--- src/rtl/adxl362_spi_responder.sv ---
// adxl362_spi_responder
// SPI mode-0 responder that mimics the ADXL362 register interface for the X/Y
// acquisition path, so the SPI master can run in closed loop without the part.
// All SPI pins are oversampled on iclk; only synchronized copies are used.
module adxl362_spi_responder #(
    parameter int          SYNC_STAGES = 2,
    parameter logic [7:0]  DEVID_AD    = 8'hAD,
    parameter logic [7:0]  DEVID_MST   = 8'h1D,
    parameter logic [7:0]  PARTID      = 8'hF2
) (
    input  logic        iclk,
    input  logic        rst_n,
    input  logic        sclk,
    input  logic        cs,
    input  logic        mosi,
    output logic        miso,
    input  logic [15:0] x_sample,
    input  logic [15:0] y_sample,
    output logic [7:0]  power_ctl,
    output logic        measure_on,
    output logic        wr_strobe,
    output logic [5:0]  wr_addr,
    output logic [7:0]  wr_data
);

    typedef enum logic [2:0] {IDLE, CMD, ADDR, WDATA, RDATA, IGNORE} state_t;

    localparam logic [5:0] POWER_CTL_ADDR = 6'h2D;

    // {sclk, cs, mosi} per synchronizer stage; stage SYNC_STAGES-1 is the usable copy
    logic [SYNC_STAGES-1:0][2:0] sync_q;
    logic sclk_s, cs_s, mosi_s;
    logic sclk_d, cs_d;
    logic sclk_rise, cs_rise, cs_fall;

    state_t      state;
    logic        rd_mode;
    logic [2:0]  bitcnt;
    logic [6:0]  rx;
    logic [6:0]  tx;
    logic [5:0]  addr;
    logic [15:0] x_snap, y_snap;
    logic [7:0]  byte_in;

    assign sclk_s    = sync_q[SYNC_STAGES-1][2];
    assign cs_s      = sync_q[SYNC_STAGES-1][1];
    assign mosi_s    = sync_q[SYNC_STAGES-1][0];
    assign sclk_rise = sclk_s & ~sclk_d;
    assign cs_rise   = cs_s & ~cs_d;
    assign cs_fall   = ~cs_s & cs_d;
    assign byte_in   = {rx, mosi_s};
    assign measure_on = (power_ctl[1:0] == 2'b10);

    // Register read map; sample bytes are hidden until measurement mode is on
    function automatic logic [7:0] read_map(input logic [5:0] a);
        logic [7:0] d;
        d = 8'h00;
        case (a)
            6'h00: d = DEVID_AD;
            6'h01: d = DEVID_MST;
            6'h02: d = PARTID;
            6'h0E: d = measure_on ? x_snap[7:0]  : 8'h00;
            6'h0F: d = measure_on ? x_snap[15:8] : 8'h00;
            6'h10: d = measure_on ? y_snap[7:0]  : 8'h00;
            6'h11: d = measure_on ? y_snap[15:8] : 8'h00;
            6'h2D: d = power_ctl;
            default: d = 8'h00;
        endcase
        return d;
    endfunction

    // Pin synchronizers plus one extra stage on sclk/cs for edge detection
    always_ff @(posedge iclk or negedge rst_n) begin
        if (!rst_n) begin
            sync_q <= '0;
            sclk_d <= 1'b0;
            cs_d   <= 1'b0;
        end else begin
            sync_q[0] <= {sclk, cs, mosi};
            for (int i = 1; i < SYNC_STAGES; i++) sync_q[i] <= sync_q[i-1];
            sclk_d <= sclk_s;
            cs_d   <= cs_s;
        end
    end

    // Protocol FSM: cs rise aborts anything in flight (partial byte dropped,
    // no strobe, no address step) and takes priority over a completing bit
    always_ff @(posedge iclk or negedge rst_n) begin
        if (!rst_n) begin
            state     <= IDLE;
            rd_mode   <= 1'b0;
            bitcnt    <= 3'd0;
            rx        <= 7'd0;
            tx        <= 7'd0;
            addr      <= 6'd0;
            x_snap    <= 16'd0;
            y_snap    <= 16'd0;
            miso      <= 1'b0;
            power_ctl <= 8'h00;
            wr_strobe <= 1'b0;
            wr_addr   <= 6'd0;
            wr_data   <= 8'h00;
        end else begin
            wr_strobe <= 1'b0;
            if (cs_rise) begin
                state <= IDLE;
                miso  <= 1'b0;
            end else if (state == IDLE) begin
                miso <= 1'b0;
                if (cs_fall) begin
                    bitcnt  <= 3'd0;
                    rd_mode <= 1'b0;
                    x_snap  <= x_sample;
                    y_snap  <= y_sample;
                    state   <= CMD;
                end
            end else if (sclk_rise) begin
                rx     <= byte_in[6:0];
                bitcnt <= bitcnt + 3'd1;
                if (bitcnt == 3'd7) begin
                    case (state)
                        CMD: begin
                            if (byte_in == 8'h0A) begin
                                rd_mode <= 1'b0;
                                state   <= ADDR;
                            end else if (byte_in == 8'h0B) begin
                                rd_mode <= 1'b1;
                                state   <= ADDR;
                            end else begin
                                state <= IGNORE;
                            end
                        end
                        ADDR: begin
                            addr <= byte_in[5:0];
                            if (rd_mode) begin
                                {miso, tx} <= read_map(byte_in[5:0]);
                                state      <= RDATA;
                            end else begin
                                state <= WDATA;
                            end
                        end
                        WDATA: begin
                            wr_strobe <= 1'b1;
                            wr_addr   <= addr;
                            wr_data   <= byte_in;
                            if (addr == POWER_CTL_ADDR) power_ctl <= byte_in;
                            addr <= addr + 6'd1;
                        end
                        RDATA: begin
                            addr       <= addr + 6'd1;
                            {miso, tx} <= read_map(addr + 6'd1);
                        end
                        default: ;
                    endcase
                end else if (state == RDATA) begin
                    miso <= tx[6];
                    tx   <= {tx[5:0], 1'b0};
                end
            end
        end
    end

endmodule

--- config.mk ---
export PLATFORM = sky130hd
export DESIGN_NAME = adxl362_spi_responder
export DESIGN_NICKNAME = d
export VERILOG_FILES = /design/src/rtl/adxl362_spi_responder.sv
export SDC_FILE = /design/constraint.sdc
export NUM_CORES = 1
export LEC_CHECK = 0
export ABC_AREA = 1
export CORE_MARGIN = 3
export CORE_UTILIZATION = 60
export CTS_CLUSTER_SIZE = 10
export DETAILED_ROUTE_END_ITERATION = 10
export GPL_ROUTABILITY_DRIVEN = 0
export PLACE_DENSITY = 0.85
export SYNTH_ARGS = -nofsm -noshare
export SYNTH_HDL_FRONTEND = slang
export SYNTH_SLANG_ARGS = --single-unit
export TNS_END_PERCENT = 30
--- constraint.sdc ---
create_clock -name iclk -period 3.8 [get_ports iclk]
set_input_delay 0.57 -clock iclk [delete_from_list [all_inputs] [get_ports iclk]]
set_output_delay 0.57 -clock iclk [all_outputs]
set_load 0.05 [all_outputs]
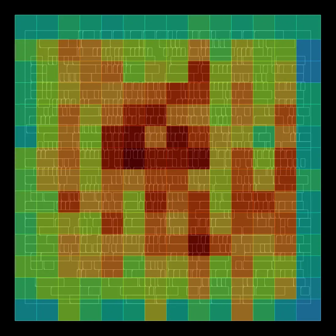
Run 1: routing congestion
met1 Usage GRT: 38.6%
peak-usage layer in the global routing report: met2

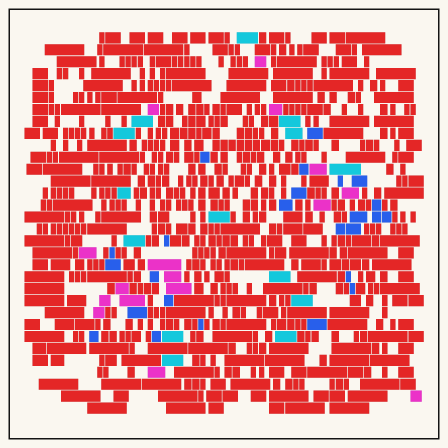
Run 1: cells by drive strength
legend:
  drive 3 to 4:
    colour: magenta
    cells: 16
    most_used: buf_4
  drive 1 or less:
    colour: red
    cells: 669
    most_used: nand2_1
  drive 2:
    colour: blue
    cells: 25
    most_used: inv_2
  drive 6 and up:
    colour: cyan
    cells: 14
    most_used: clkbuf_8

==> results.py, run 1 <==
# Synthesis and PnR figures
metrics = {
    "detailed_routing": {
        "route.detailed.wl_per_inst_um": 15.3,
        "via_count": 4762,
        "detail-route-antenna-nets": 0,
        "first_iter_violations": 734,
        "router_iterations_before_antenna_repair": 8,
        "drc": 0,
        "route.final.wire_length_mm": 12.7,
    },
    "sta": {
        "fin_ws_ns": 0.791,
        "report.final.hold_viol_count": 0,
        "period_needed_ns": 3.01,
        "grt_setup_unrepaired": "no",
        "fmax_mhz": 332,
        "timing.max_slew.rel_slack_pct": 27.7,
        "timing.hold.ws_ns": 0.355,
        "maxSlewViolCount": 0,
        "setup_viol": 0,
    },
    "floorplan": {
        "design.die.area_mm2": 0.00950,
        "io_pins": 62,
        "die_w_um": 97.5,
        "fp.dieH_um": 97.5,
        "core_area_mm2": 0.00793,
        "initial_core_util_pct": 63.3,
        "num_tap_cells": 102,
    },
    "critical_path": {
        "required_ns": 3.23,
        "critical-path-max-stage-delay_ns": 0.87,
        "worstPathCellList": "inv_1 -> nand2_1 -> inv_1 -> buf_4 -> clkdlybuf4s50_1",
        "crit_arrival_ns": 2.44,
        "rr_worst_depth": 13,
        "critPathBufInv": 4,
        "worst_path_max_delay_cell": "sky130_fd_sc_hd__clkdlybuf4s50_1",
        "critical_path.top_delay_family": "buffers and inverters",
        "worst_setup_path_start_kind": "register",
        "crit_path_frequent_cell": "sky130_fd_sc_hd__inv_1",
    },
    "pwr": {
        "internal-power_mw": 1.73,
        "maxPowerGroup": "registers",
        "pg_clk_uw": 642,
        "power.share.combinational_pct": 27.8,
        "pwr_cell_area_mw_per_mm2": 476,
        "net-switching-power_mw": 1.06,
        "switching_share_of_power_pct": 38.1,
        "static-leakage-power_nw": 2.63,
    },
    "synthesis": {
        "yosys-top-cells-area": "sky130_fd_sc_hd__dfrtp_1 (45%), sky130_fd_sc_hd__nand2_1 (15%), sky130_fd_sc_hd__o21ai_0 (5.6%)",
        "post_synth_tally_of_flip_flops_with_integrated_enable": 0,
        "synth_nets": 711,
        "avgSynthCellArea_um2": 7.56,
        "async_flop_share_pct": 100,
        "netlist.top_cell.by_area": "sky130_fd_sc_hd__dfrtp_1",
        "ys_types": 38,
        "synth-main-ff-cell": "sky130_fd_sc_hd__dfrtp_1",
        "postSynthSeqShare_pct": 45.4,
        "yosys_cells": 664,
    },
    "clock_tree": {
        "postCtsSetupBuffers": 0,
        "clock_insertion_delay_worst_skew_ns": 0.37,
        "tritoncts_clock_tree": "yes",
        "clock_tree.buffer_depth": 2,
        "hold_buffers": 0,
        "clkSinkCount": 91,
    },
    "cells_and_area": {
        "clock_buffer_count": 11,
        "layout.clock.cell_area_share_pct": 3.35,
        "post-route-cell-area_mm2": 0.00587,
        "num_antenna_cells": 0,
        "comb_share_pct": 40.6,
        "final_layout_non_clock_buffer_area_share_pct": 10.7,
        "syn_to_final_growth_pct": 16.9,
        "most_area_hungry_cell_class_in_the_final_design": "combinational gates",
        "non_clock_buffer_count": 64,
        "final.signal_inverter_count": 68,
        "sequential_portion_of_the_cell_area_pct": 38.8,
        "nMultiInputCombCells": 485,
        "final_layout_size_suffix_gt1_share_pct": 7.60,
        "final.fill_count": 603,
        "design.seq.count": 91,
    },
    "global_route": {
        "gr-usage-met2_pct": 43.6,
        "met3_usage_pct": 5.10,
        "first_global_vias": 4671,
        "globalRouteOverflowTotal": 0,
        "track_usage_pct": 27.7,
        "grt_max_degree": 92,
    },
    "place": {
        "placed_cell_area_mm2": 0.00567,
        "port_buffers": 61,
    },
    "outcome": {
        "status": "finished, final reports clean",
    },
}
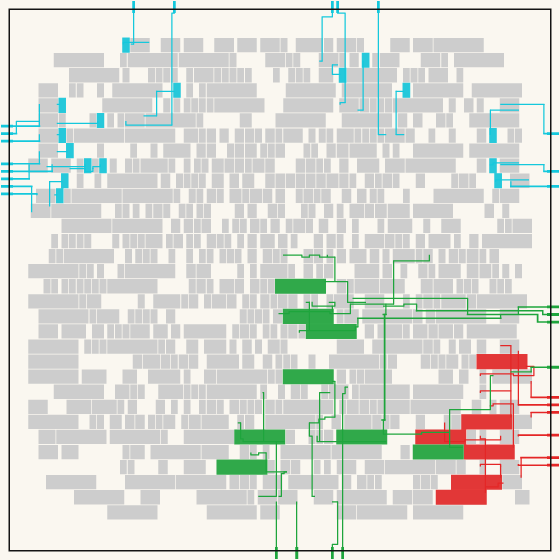
Run 1: nets reached from selected ports
legend:
  `power_ctl`:
    colour: green
    direction: output
    edge: 4 right, 4 bottom
    end_cells: 8
    buffers: 8
    wire: 420 um
  `wr_addr`:
    colour: red
    direction: output
    edge: right
    end_cells: 6
    buffers: 6
    wire: 126 um
  `x_sample`:
    colour: cyan
    direction: input
    edge: 8 left, 5 top, 3 right
    end_cells: 16
    buffers: 16
    wire: 269 um

run 1: kinds of logic after synthesis:
| group | after synthesis | synth area share, % |
|---|---|---|
| compound gates | 116 | 13.1 |
| fa+ha+maj | 10 | 2.49 |
| buf+inv | 88 | 7.25 |
| flops | 91 | 45.4 |
| simple gates | 359 | 31.8 |
run 1: registers in the layout, indices dropped and copies added (netlist names), 3 cells and up:
name and flops:
sync_q 3, y_snap 16, power_ctl 8, wr_data 8, bitcnt 3, addr 6, wr_addr 6, rx 7
x_snap 16, tx 7, state 3
run 1: path summary, 6_finish.rpt:
| check | startpoint | end | slack, ns |
|---|---|---|---|
| setup / recovery | power_ctl[0]$_DFFE_PN0P_ | measure_on | 0.79 |
| setup reg to reg | addr[0]$_DFFE_PN0P_ | tx[6]$_DFFE_PN0P_ | 1.39 |
| max in group asynchronous | rst_n | x_snap[8]$_DFFE_PN0P_ | 2.71 |
| hold reg to reg | sync_q[0]$_DFF_PN0_ | byte_in[0]$_DFF_PN0_ | 0.35 |
| hold / removal | sync_q[0]$_DFF_PN0_ | byte_in[0]$_DFF_PN0_ | 0.35 |
| min in group asynchronous | rst_n | wr_addr[0]$_DFFE_PN0P_ | 0.39 |
run 1: layout by cell type (no fill, tap or decap), drive strengths merged, types with 2 or more instances in the layout:
cell and n:
o22ai 2, o21ai 74, nand3 51, nand4 15, inv 69, a22o 2
nor3 6, o31ai 5, dfrtp 91, o211ai 3, buf 4, a22oi 4
nand2 212, clkinv 3, a21oi 24, ha 10, clkdlybuf4s50 60, nor2 73
nor4 2, clkbuf 11
run 1: routing by layer:
layer  up-vias  wire (um)
met1      2183       5350
met2       257       5800
met3        58       1130
met5         -          0
met4         0        398
li1       2264          -
Run 1, signal metal coverage by tile:
Bar = 20 um. The die is cut into 19 by 19 equal tiles; dark purple is low, yellow is high, scaled to the fullest tile. Values are wire area over tile area, all layers added.
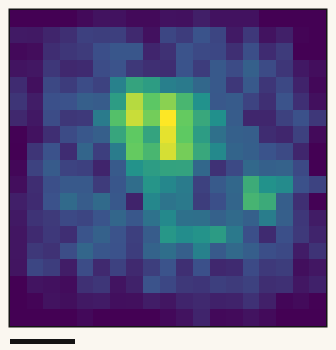

==> run 1 -> run 2 <==
- CORE_UTILIZATION: 60 -> 56
- PLACE_DENSITY: 0.85 -> 0.8
- clock period: 3.8 -> 2.8 ns (I/O delays scaled with it)
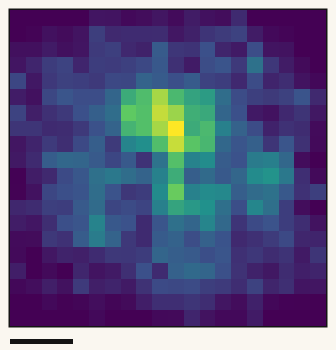
Run 2: signal metal coverage by tile
Bar = 20 um. The die is cut into 20 by 20 equal tiles; dark purple is low, yellow is high, scaled to the fullest tile. Values are wire area over tile area, all layers added.
mean over tiles: 0.21
tiles over half the peak: 7.0%
fullest tile: 1.0
total wire length after detailed routing: 12.6 mm
wire length per cell: 15.2 um
total number of vias: 4711
total routing resource utilization after global routing: 26.2%

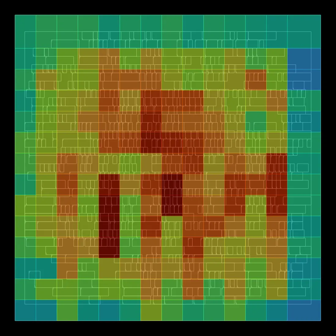
Run 2: routing congestion
final design utilization: 69.8%
met3 Resource Use GR: 5.40%

==> run 2 against run 1 <==
  * Register-to-register slack got worse by 0.82 ns
  * Critical endpoint unchanged
  * Global-route usage down 1.5 points
  * Synthesized area unchanged
  * Count of clock-buffer cells in the layout is 2 lower
  * Die size increased by 6.7%
  * Cell count up 0.61%
  * Wire length down 0.32%
  * First-iteration DRC count fell by 23%
  * Critical path depth rose by 1
==> results.py, run 2 <==
# Synthesis and PnR figures
metrics = {
    "critical_path": {
        "worst_setup_path_start_kind": "register",
        "required_ns": 2.38,
        "critical_path.top_delay_family": "buffers and inverters",
        "critPathBufInv": 5,
        "critical-path-max-stage-delay_ns": 0.45,
    },
    "cells_and_area": {
        "lay_top_cells": "sky130_fd_sc_hd__nand2_1 (204), sky130_fd_sc_hd__dfrtp_1 (91), sky130_fd_sc_hd__nor2_1 (64), sky130_fd_sc_hd__inv_1 (61), sky130_fd_sc_hd__clkdlybuf4s50_1 (59)",
        "syn_to_final_growth_pct": 17.7,
        "final_layout_size_suffix_gt1_share_pct": 7.99,
        "layout_top_cell_excl_fill_tap": "sky130_fd_sc_hd__nand2_1",
    },
    "floorplan": {
        "design.die.area_mm2": 0.0101,
        "io_pins": 62,
        "fp.dieH_um": 101,
        "core_area_mm2": 0.00846,
        "die_w_um": 101,
    },
    "place": {
        "placed_cell_area_mm2": 0.00571,
        "port_buffers": 61,
    },
    "synthesis": {
        "async_flop_share_pct": 100,
        "synth-main-ff-cell": "sky130_fd_sc_hd__dfrtp_1",
        "post_synth_tally_of_flip_flops_with_integrated_enable": 0,
        "yosys-top-cells-area": "sky130_fd_sc_hd__dfrtp_1 (45%), sky130_fd_sc_hd__nand2_1 (15%), sky130_fd_sc_hd__o21ai_0 (5.6%)",
        "yosys_cells": 664,
    },
    "sta": {
        "report.final.hold_viol_count": 0,
        "setup_viol": 0,
        "maxSlewViolCount": 0,
        "period_needed_ns": 2.43,
        "fin_ws_ns": 0.374,
        "grt_setup_unrepaired": "no",
    },
    "detailed_routing": {
        "detail-route-antenna-nets": 0,
        "router_iterations_before_antenna_repair": 7,
    },
    "clock_tree": {
        "clock_tree.buffer_depth": 2,
        "clkSinkCount": 91,
        "clock_insertion_delay_worst_skew_ns": 0.37,
        "tritoncts_clock_tree": "yes",
        "postCtsSetupBuffers": 0,
    },
    "global_route": {
        "grt_max_degree": 50,
        "globalRouteOverflowTotal": 0,
        "first_global_vias": 4436,
    },
    "pwr": {
        "pwr_cell_area_mw_per_mm2": 643,
    },
    "outcome": {
        "status": "finished, final reports clean",
    },
}
run 2: cell types whose count changed in the layout (fill, tap and decap cells not counted), sizes merged:
| cell | change |
|---|---|
| clkinv | +1 |
| buf | +3 |
| clkbuf | -2 |
| inv | +2 |
| clkinvlp | -1 |
| clkdlybuf4s50 | -1 |
run 2: cells by family (layout without fill, tap and decap cells):
logic type                 Yosys count  in the layout  share of synthesized area, %
and+or+nand+nor                    359            359                          31.8
AOI/OAI and AO/OA                  116            116                          13.1
adders and majority gates           10             10                          2.49
DFF                                 91             91                          45.4
buffers and inverters               88            150                          7.25
run 2: cell type report:
type	count	area [um^2]	share of cell area [%]
flip-flops and latches	91	2280	38.6
inverters	68	255	4.32
well taps	105	131	2.22
multi-input cells	485	2380	40.3
repair buffers	66	668	11.3
clock inverters	7	70.1	1.19
clock buffers	9	124	2.10
run 2: report_power, final:
group	switching, mW	internal, mW
combinational	0.704	0.342
sequential	0.257	1.62
clock	0.525	0.349
run 2: worst paths after layout:
check | from | endpoint | slack [ns] | cells after the start
max | power_ctl[0]$_DFFE_PN0P_ | measure_on | 0.37 | 6
max in group asynchronous | rst_n | x_snap[0]$_DFFE_PN0P_ | 2.07 | 2
min | rst_n | wr_addr[0]$_DFFE_PN0P_ | 0.05 | 1
max reg2reg | addr[0]$_DFFE_PN0P_ | tx[1]$_DFFE_PN0P_ | 0.57 | 13
min in group iclk | sync_q[0]$_DFF_PN0_ | byte_in[0]$_DFF_PN0_ | 0.36 | 0
min reg2reg | sync_q[0]$_DFF_PN0_ | byte_in[0]$_DFF_PN0_ | 0.36 | 0
run 2: per-layer routing:
layer	track usage [%]	vias to the layer above	routed length, um
met1	35.6	2155	5260
met4	10.4	0	395
met3	5.40	60	1150
met2	41.3	226	5830
li1	-	2270	-
met5	0	-	0
Power figures rest on the tool's default switching activity, not on a simulated workload.
